### Power grid

The bar under the picture is 100 um long. Pins as bars on the die edge.
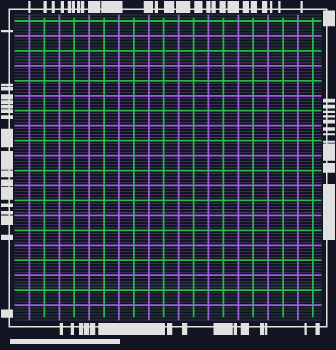
### Cell classes on the final placement

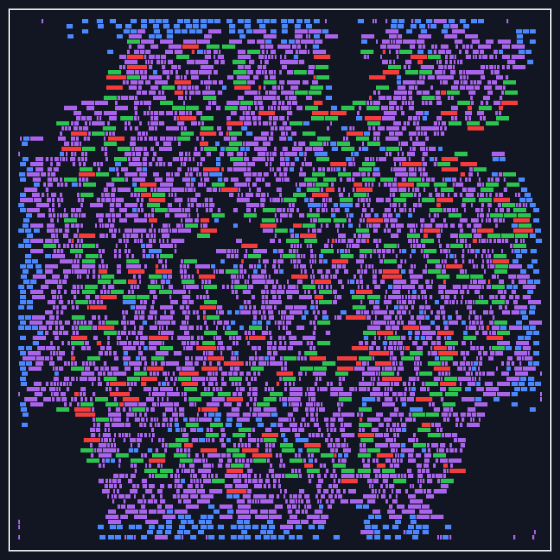
### Signal wires by layer

The bar under the picture is 100 um long.
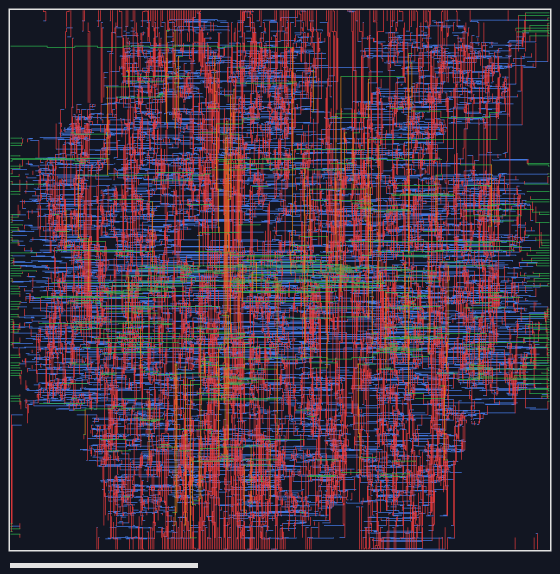
### Clock network drawn from the DEF

The bar under the picture is 100 um long.
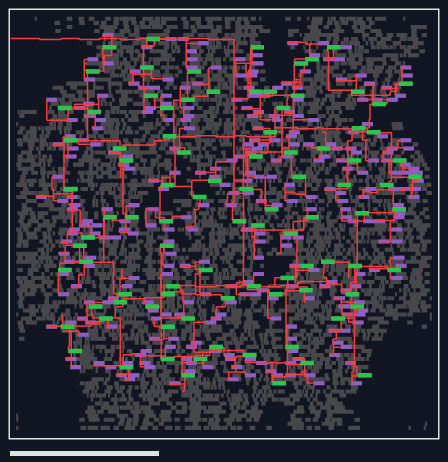
--- src/rtl/cnn_dec_pkg.sv ---
// Shared definitions for the class score decider: FSM state encoding and
// the saturating adder used by every class accumulator.
package cnn_dec_pkg;

    // Legacy-compatible state codes, wrapped by the enum below.
    localparam logic [1:0] ST_ACCUM = 2'd0;
    localparam logic [1:0] ST_SCAN  = 2'd1;
    localparam logic [1:0] ST_HOLD  = 2'd2;

    typedef enum logic [1:0] {
        ACCUM = ST_ACCUM,
        SCAN  = ST_SCAN,
        HOLD  = ST_HOLD
    } dec_state_e;

    // Working width of the saturating adder; callers sign-extend into it.
    localparam int unsigned SAT_W = 64;

    // Adds two signed values and clamps the result to the signed range of w bits.
    function automatic logic signed [SAT_W-1:0] sat_add(
        input logic signed [SAT_W-1:0] a,
        input logic signed [SAT_W-1:0] b,
        input int unsigned             w
    );
        logic signed [SAT_W:0]   sum_s;
        logic signed [SAT_W:0]   hi_s;
        logic signed [SAT_W:0]   lo_s;
        logic signed [SAT_W-1:0] res_s;
        sum_s = {a[SAT_W-1], a} + {b[SAT_W-1], b};
        hi_s  = (65'sd1 <<< (w - 32'd1)) - 65'sd1;
        lo_s  = -hi_s - 65'sd1;
        if (sum_s > hi_s) begin
            res_s = hi_s[SAT_W-1:0];
        end else if (sum_s < lo_s) begin
            res_s = lo_s[SAT_W-1:0];
        end else begin
            res_s = sum_s[SAT_W-1:0];
        end
        return res_s;
    endfunction

endpackage

--- src/rtl/class_score_accum.sv ---
// One class's score: reduces the COLS elements of an accepted beat and adds
// the result into a saturating signed accumulator.
module class_score_accum
    import cnn_dec_pkg::*;
#(
    parameter int DATA_WIDTH = 16,
    parameter int COLS       = 2,
    parameter int ACC_WIDTH  = 24
) (
    input  logic                         clk,
    input  logic                         rst,
    input  logic                         clear,
    input  logic                         accept,
    input  logic signed [DATA_WIDTH-1:0] elems [COLS],
    output logic signed [ACC_WIDTH-1:0]  sum
);

    logic signed [SAT_W-1:0] beat_sum_s;
    logic signed [SAT_W-1:0] next_sum_s;

    // Exact beat reduction, then clamp the running score to ACC_WIDTH.
    always_comb begin
        beat_sum_s = {SAT_W{1'b0}};
        for (int c = 0; c < COLS; c++) begin
            beat_sum_s = beat_sum_s + SAT_W'(elems[c]);
        end
        next_sum_s = sat_add(SAT_W'(sum), beat_sum_s, ACC_WIDTH);
    end

    // Score register: cleared on reset or hand-off, updated on accepted beats.
    always_ff @(posedge clk) begin
        if (rst) begin
            sum <= {ACC_WIDTH{1'b0}};
        end else if (clear) begin
            sum <= {ACC_WIDTH{1'b0}};
        end else if (accept) begin
            sum <= next_sum_s[ACC_WIDTH-1:0];
        end else begin
            sum <= sum;
        end
    end

endmodule

--- src/rtl/class_score_decider.sv ---
// Class score decider: accumulates BEATS beats of per-class elements, then
// scans the classes one per cycle to find the winner and runner-up, and holds
// the result until downstream accepts it.
// Optional feature macro: CLASS_DEC_TOP2_EN (runner-up index and margin).
// Without it second_index and margin are constant 0; scan timing is identical.
// index/second_index are at least 1 bit wide so N_MATS=1 stays legal.
module class_score_decider
    import cnn_dec_pkg::*;
#(
    parameter int DATA_WIDTH = 16,
    parameter int N_MATS     = 10,
    parameter int COLS       = 2,
    parameter int BEATS      = 12,
    parameter int ACC_WIDTH  = 24,
    localparam int IDX_W     = (N_MATS > 1) ? $clog2(N_MATS) : 1
) (
    input  logic                         clk,
    input  logic                         rst,
    input  logic                         valid_in,
    output logic                         ready_in,
    input  logic signed [DATA_WIDTH-1:0] column [N_MATS][COLS],
    output logic signed [ACC_WIDTH-1:0]  max,
    output logic [IDX_W-1:0]             index,
    output logic [IDX_W-1:0]             second_index,
    output logic [ACC_WIDTH-1:0]         margin,
    output logic                         valid_out,
    input  logic                         ready_out
);

    localparam int CNT_W = (BEATS > 1) ? $clog2(BEATS) : 1;

    dec_state_e                  state_r;
    dec_state_e                  state_n;
    logic                        ready_in_r;
    logic [CNT_W-1:0]            beat_cnt_r;
    logic [IDX_W-1:0]            scan_idx_r;
    logic signed [ACC_WIDTH-1:0] sums_s [N_MATS];
    logic                        accept_s;
    logic                        clear_s;
    logic                        last_beat_s;
    logic                        last_scan_s;
    logic signed [ACC_WIDTH-1:0] cur_val_s;
    logic signed [ACC_WIDTH-1:0] best_val_r;
    logic [IDX_W-1:0]            best_idx_r;
    logic signed [ACC_WIDTH-1:0] nbest_val_s;
    logic [IDX_W-1:0]            nbest_idx_s;
    logic                        valid_out_r;
    logic signed [ACC_WIDTH-1:0] max_r;
    logic [IDX_W-1:0]            index_r;
`ifdef CLASS_DEC_TOP2_EN
    logic signed [ACC_WIDTH-1:0] sec_val_r;
    logic [IDX_W-1:0]            sec_idx_r;
    logic                        sec_ok_r;
    logic signed [ACC_WIDTH-1:0] nsec_val_s;
    logic [IDX_W-1:0]            nsec_idx_s;
    logic                        nsec_ok_s;
    logic [ACC_WIDTH:0]          diff_s;
    logic [IDX_W-1:0]            second_index_r;
    logic [ACC_WIDTH-1:0]        margin_r;
`endif

    assign accept_s    = valid_in && (state_r == ACCUM);
    assign clear_s     = (state_r == HOLD) && ready_out;
    assign last_beat_s = (beat_cnt_r == CNT_W'(BEATS - 1));
    assign last_scan_s = (scan_idx_r == IDX_W'(N_MATS - 1));

    for (genvar k = 0; k < N_MATS; k++) begin : g_class
        class_score_accum #(
            .DATA_WIDTH (DATA_WIDTH),
            .COLS       (COLS),
            .ACC_WIDTH  (ACC_WIDTH)
        ) u_accum (
            .clk    (clk),
            .rst    (rst),
            .clear  (clear_s),
            .accept (accept_s),
            .elems  (column[k]),
            .sum    (sums_s[k])
        );
    end

    // Next-state decode for the ACCUM -> SCAN -> HOLD -> ACCUM cycle.
    always_comb begin
        state_n = state_r;
        case (state_r)
            ACCUM: begin
                if (accept_s && last_beat_s) state_n = SCAN;
                else                         state_n = ACCUM;
            end
            SCAN: begin
                if (last_scan_s) state_n = HOLD;
                else             state_n = SCAN;
            end
            HOLD: begin
                if (ready_out) state_n = ACCUM;
                else           state_n = HOLD;
            end
            default: state_n = ACCUM;
        endcase
    end

    // One scan step: strict greater-than keeps the lowest index on ties and
    // lets an equal later class take the runner-up slot.
    always_comb begin
        cur_val_s = {ACC_WIDTH{1'b0}};
        for (int k = 0; k < N_MATS; k++) begin
            if (scan_idx_r == IDX_W'(k)) cur_val_s = sums_s[k];
            else                         cur_val_s = cur_val_s;
        end
        nbest_val_s = best_val_r;
        nbest_idx_s = best_idx_r;
`ifdef CLASS_DEC_TOP2_EN
        nsec_val_s = sec_val_r;
        nsec_idx_s = sec_idx_r;
        nsec_ok_s  = sec_ok_r;
`endif
        if (scan_idx_r == {IDX_W{1'b0}}) begin
            nbest_val_s = cur_val_s;
            nbest_idx_s = scan_idx_r;
`ifdef CLASS_DEC_TOP2_EN
            nsec_val_s = {ACC_WIDTH{1'b0}};
            nsec_idx_s = {IDX_W{1'b0}};
            nsec_ok_s  = 1'b0;
`endif
        end else if (cur_val_s > best_val_r) begin
`ifdef CLASS_DEC_TOP2_EN
            nsec_val_s = best_val_r;
            nsec_idx_s = best_idx_r;
            nsec_ok_s  = 1'b1;
`endif
            nbest_val_s = cur_val_s;
            nbest_idx_s = scan_idx_r;
`ifdef CLASS_DEC_TOP2_EN
        end else if (!sec_ok_r || (cur_val_s > sec_val_r)) begin
            nsec_val_s = cur_val_s;
            nsec_idx_s = scan_idx_r;
            nsec_ok_s  = 1'b1;
`endif
        end else begin
            nbest_val_s = best_val_r;
        end
`ifdef CLASS_DEC_TOP2_EN
        if (nsec_ok_s) diff_s = {nbest_val_s[ACC_WIDTH-1], nbest_val_s} - {nsec_val_s[ACC_WIDTH-1], nsec_val_s};
        else           diff_s = {(ACC_WIDTH + 1){1'b0}};
`endif
    end

    // FSM state, handshake flag, beat counter and scan pointer.
    always_ff @(posedge clk) begin
        if (rst) begin
            state_r    <= ACCUM;
            ready_in_r <= 1'b1;
            beat_cnt_r <= {CNT_W{1'b0}};
            scan_idx_r <= {IDX_W{1'b0}};
        end else begin
            state_r    <= state_n;
            ready_in_r <= (state_n == ACCUM);
            if (accept_s) beat_cnt_r <= last_beat_s ? {CNT_W{1'b0}} : beat_cnt_r + CNT_W'(1'b1);
            if (state_r == SCAN) scan_idx_r <= last_scan_s ? {IDX_W{1'b0}} : scan_idx_r + IDX_W'(1'b1);
        end
    end

    // Running best / runner-up trackers, advanced once per scan cycle.
    always_ff @(posedge clk) begin
        if (rst) begin
            best_val_r <= {ACC_WIDTH{1'b0}};
            best_idx_r <= {IDX_W{1'b0}};
`ifdef CLASS_DEC_TOP2_EN
            sec_val_r  <= {ACC_WIDTH{1'b0}};
            sec_idx_r  <= {IDX_W{1'b0}};
            sec_ok_r   <= 1'b0;
`endif
        end else if (state_r == SCAN) begin
            best_val_r <= nbest_val_s;
            best_idx_r <= nbest_idx_s;
`ifdef CLASS_DEC_TOP2_EN
            sec_val_r  <= nsec_val_s;
            sec_idx_r  <= nsec_idx_s;
            sec_ok_r   <= nsec_ok_s;
`endif
        end
    end

    // Result registers: loaded on the final scan step, held otherwise.
    always_ff @(posedge clk) begin
        if (rst) begin
            valid_out_r    <= 1'b0;
            max_r          <= {ACC_WIDTH{1'b0}};
            index_r        <= {IDX_W{1'b0}};
`ifdef CLASS_DEC_TOP2_EN
            second_index_r <= {IDX_W{1'b0}};
            margin_r       <= {ACC_WIDTH{1'b0}};
`endif
        end else if ((state_r == SCAN) && last_scan_s) begin
            valid_out_r    <= 1'b1;
            max_r          <= nbest_val_s;
            index_r        <= nbest_idx_s;
`ifdef CLASS_DEC_TOP2_EN
            second_index_r <= nsec_idx_s;
            margin_r       <= diff_s[ACC_WIDTH-1:0];
`endif
        end else if (clear_s) begin
            valid_out_r    <= 1'b0;
        end
    end

    assign ready_in  = ready_in_r;
    assign valid_out = valid_out_r;
    assign max       = max_r;
    assign index     = index_r;
`ifdef CLASS_DEC_TOP2_EN
    assign second_index = second_index_r;
    assign margin       = margin_r;
`else
    assign second_index = {IDX_W{1'b0}};
    assign margin       = {ACC_WIDTH{1'b0}};
`endif

endmodule

--- config.mk ---
export PLATFORM = sky130hd
export DESIGN_NAME = class_score_decider
export DESIGN_NICKNAME = d
export VERILOG_FILES = /design/src/rtl/cnn_dec_pkg.sv /design/src/rtl/class_score_accum.sv /design/src/rtl/class_score_decider.sv
export SDC_FILE = /design/constraint.sdc
export NUM_CORES = 2
export LEC_CHECK = 0
export CORE_MARGIN = 4
export CORE_UTILIZATION = 40
export CTS_CLUSTER_DIAMETER = 30
export CTS_CLUSTER_SIZE = 28
export DETAILED_ROUTE_END_ITERATION = 10
export SETUP_SLACK_MARGIN = 0.2
export SLEW_MARGIN = 20
export SYNTH_ARGS = -nofsm -noshare
export SYNTH_HDL_FRONTEND = slang
export SYNTH_SLANG_ARGS = --single-unit
--- constraint.sdc ---
create_clock -name clk -period 5.93 [get_ports clk]
set_input_delay 1.779 -clock clk [delete_from_list [all_inputs] [get_ports clk]]
set_output_delay 1.779 -clock clk [all_outputs]
set_load 0.02 [all_outputs]
==> Slide: Implementation Results <==
Physical Implementation Snapshot

Setup path
  – CP max stage delay: 0.56 ns
  – Required time worst endpoint: 6.45 ns
  – Critical path capture point type: register
  – Startpoint Class: input port
  – Worst Setup SP: column[1]
  – WP depth: 19
  – CP max FO: 15
  – Reg-to-Reg Start: scan_idx_r[0]
  – Worst endpoint data arrival time: 5.91 ns
  – Setup slack, reg-to-reg: 0.61 ns
  – Cell family with most CP delay: AND-OR/OR-AND gates

GRT
  – Initial antenna violation count: 6
  – Total gr overflow: 0

Clocking
  – Root buffer cell: clkbuf_16
  – Num CTS Buffers: 93

Power
  – Sequential power: 0.00401 W
  – Reg power frac: 0.148
  – Switching Share: 0.4595
  – Combinational power: 0.0177 W

Yosys
  – Ys async rst share: 0
  – Post-synth EDFFs: 0
  – AO/OA Area Share: 0.2836
  – #FFs+latches synth: 308
  – Synth mux share: 0.004366
  – Largest cells by area after synthesis: dfxtp_1 20%, fa_1 16%, ha_1 10%
  – Largest logic family: adder cells

Layout
  – Clock-cell share: 0.08496
  – Area grow syn2layout: 28.14%
  – Max reg flops: 240
  – Flop count: 308
  – Top register by number of flip-flops: g_class.u_accum.sum
  – Biggest Area Class: logic gates
  – Most frequent logic cell in the layout: a21oi_1

Worst hold path
  – HP Class: register to register

Timing
  – Worst Hold Margin: 0.4516 ns
  – Final worst path period need: 5.388 ns
  – Final WS setup: 0.5419 ns

Run
  – OpenROAD warning count: 35

Detailed routing
  – DR WL/cell: 20.39 um

Status
  – Status: completed

Place
  – RD Place Congestion: 0.9822
Back to the opening pictures, 'Power grid':
- green: VDD
- purple: VSS
- signal pins: 382
- met4 straps: 20
Die H: 287.5 um
die width: 287.5 um
total core area: 0.07747 mm2
maximum vdd drop: 0.3119 mV

Back to the opening pictures, 'Cell classes on the final placement':
- blue: other buffers and delay cells (cells 500; share of their area 12%)
- red: clock drivers and dummy loads (cells 170; share of their area 8.8%)
- purple: all other logic (cells 3198; share of their area 63%)
- green: flip-flops (cells 308; share of their area 16%)
row cnt: 102
final instance area: 0.04003 mm2
Util after Layout: 0.5167
flop share of the area: 0.1540

Back to the opening pictures, 'Signal wires by layer':
- red: met2 (wire length 51.6 mm)
- green: met3 (wire length 6810 um)
- orange: met4 (wire length 3350 um)
- blue: met1 (wire length 44.7 mm)

Back to the opening pictures, 'Clock network drawn from the DEF':
- green: cells driving clock nets (count 93)
- purple: flip-flops (count 308)
- red: clock wires (length 6060 um)
- routed clock nets: 94
- flops lie: all over the die
Clk. pwr: 0.00539 W
Insertion Delay late pin: 0.63 ns

==> routing by layer <==
layer,up-vias,track usage,share of wire
li1,14180,-,-
met5,-,0,0
met1,13960,0.3238,0.42
met4,0,0.08195,0.031
met3,169,0.04426,0.064
met2,902,0.4260,0.48
==> cells in the mapped netlist (33+ instances only) <==
master    instances
a21oi_1         438
o21ai_0         364
dfxtp_1         308
ha_1            255
fa_1            250
inv_1           229
nor2_1          221
nand2_1         178
clkbuf_1        149
xnor2_1         127
a21o_1           95
a211oi_1         92
xor2_1           84
nor3_1           73
a22oi_1          70
nand3_1          57
maj3_2           45
o21a_1           40
a31oi_1          38
o21ai_1          33
Power and IR drop assume default switching activity.
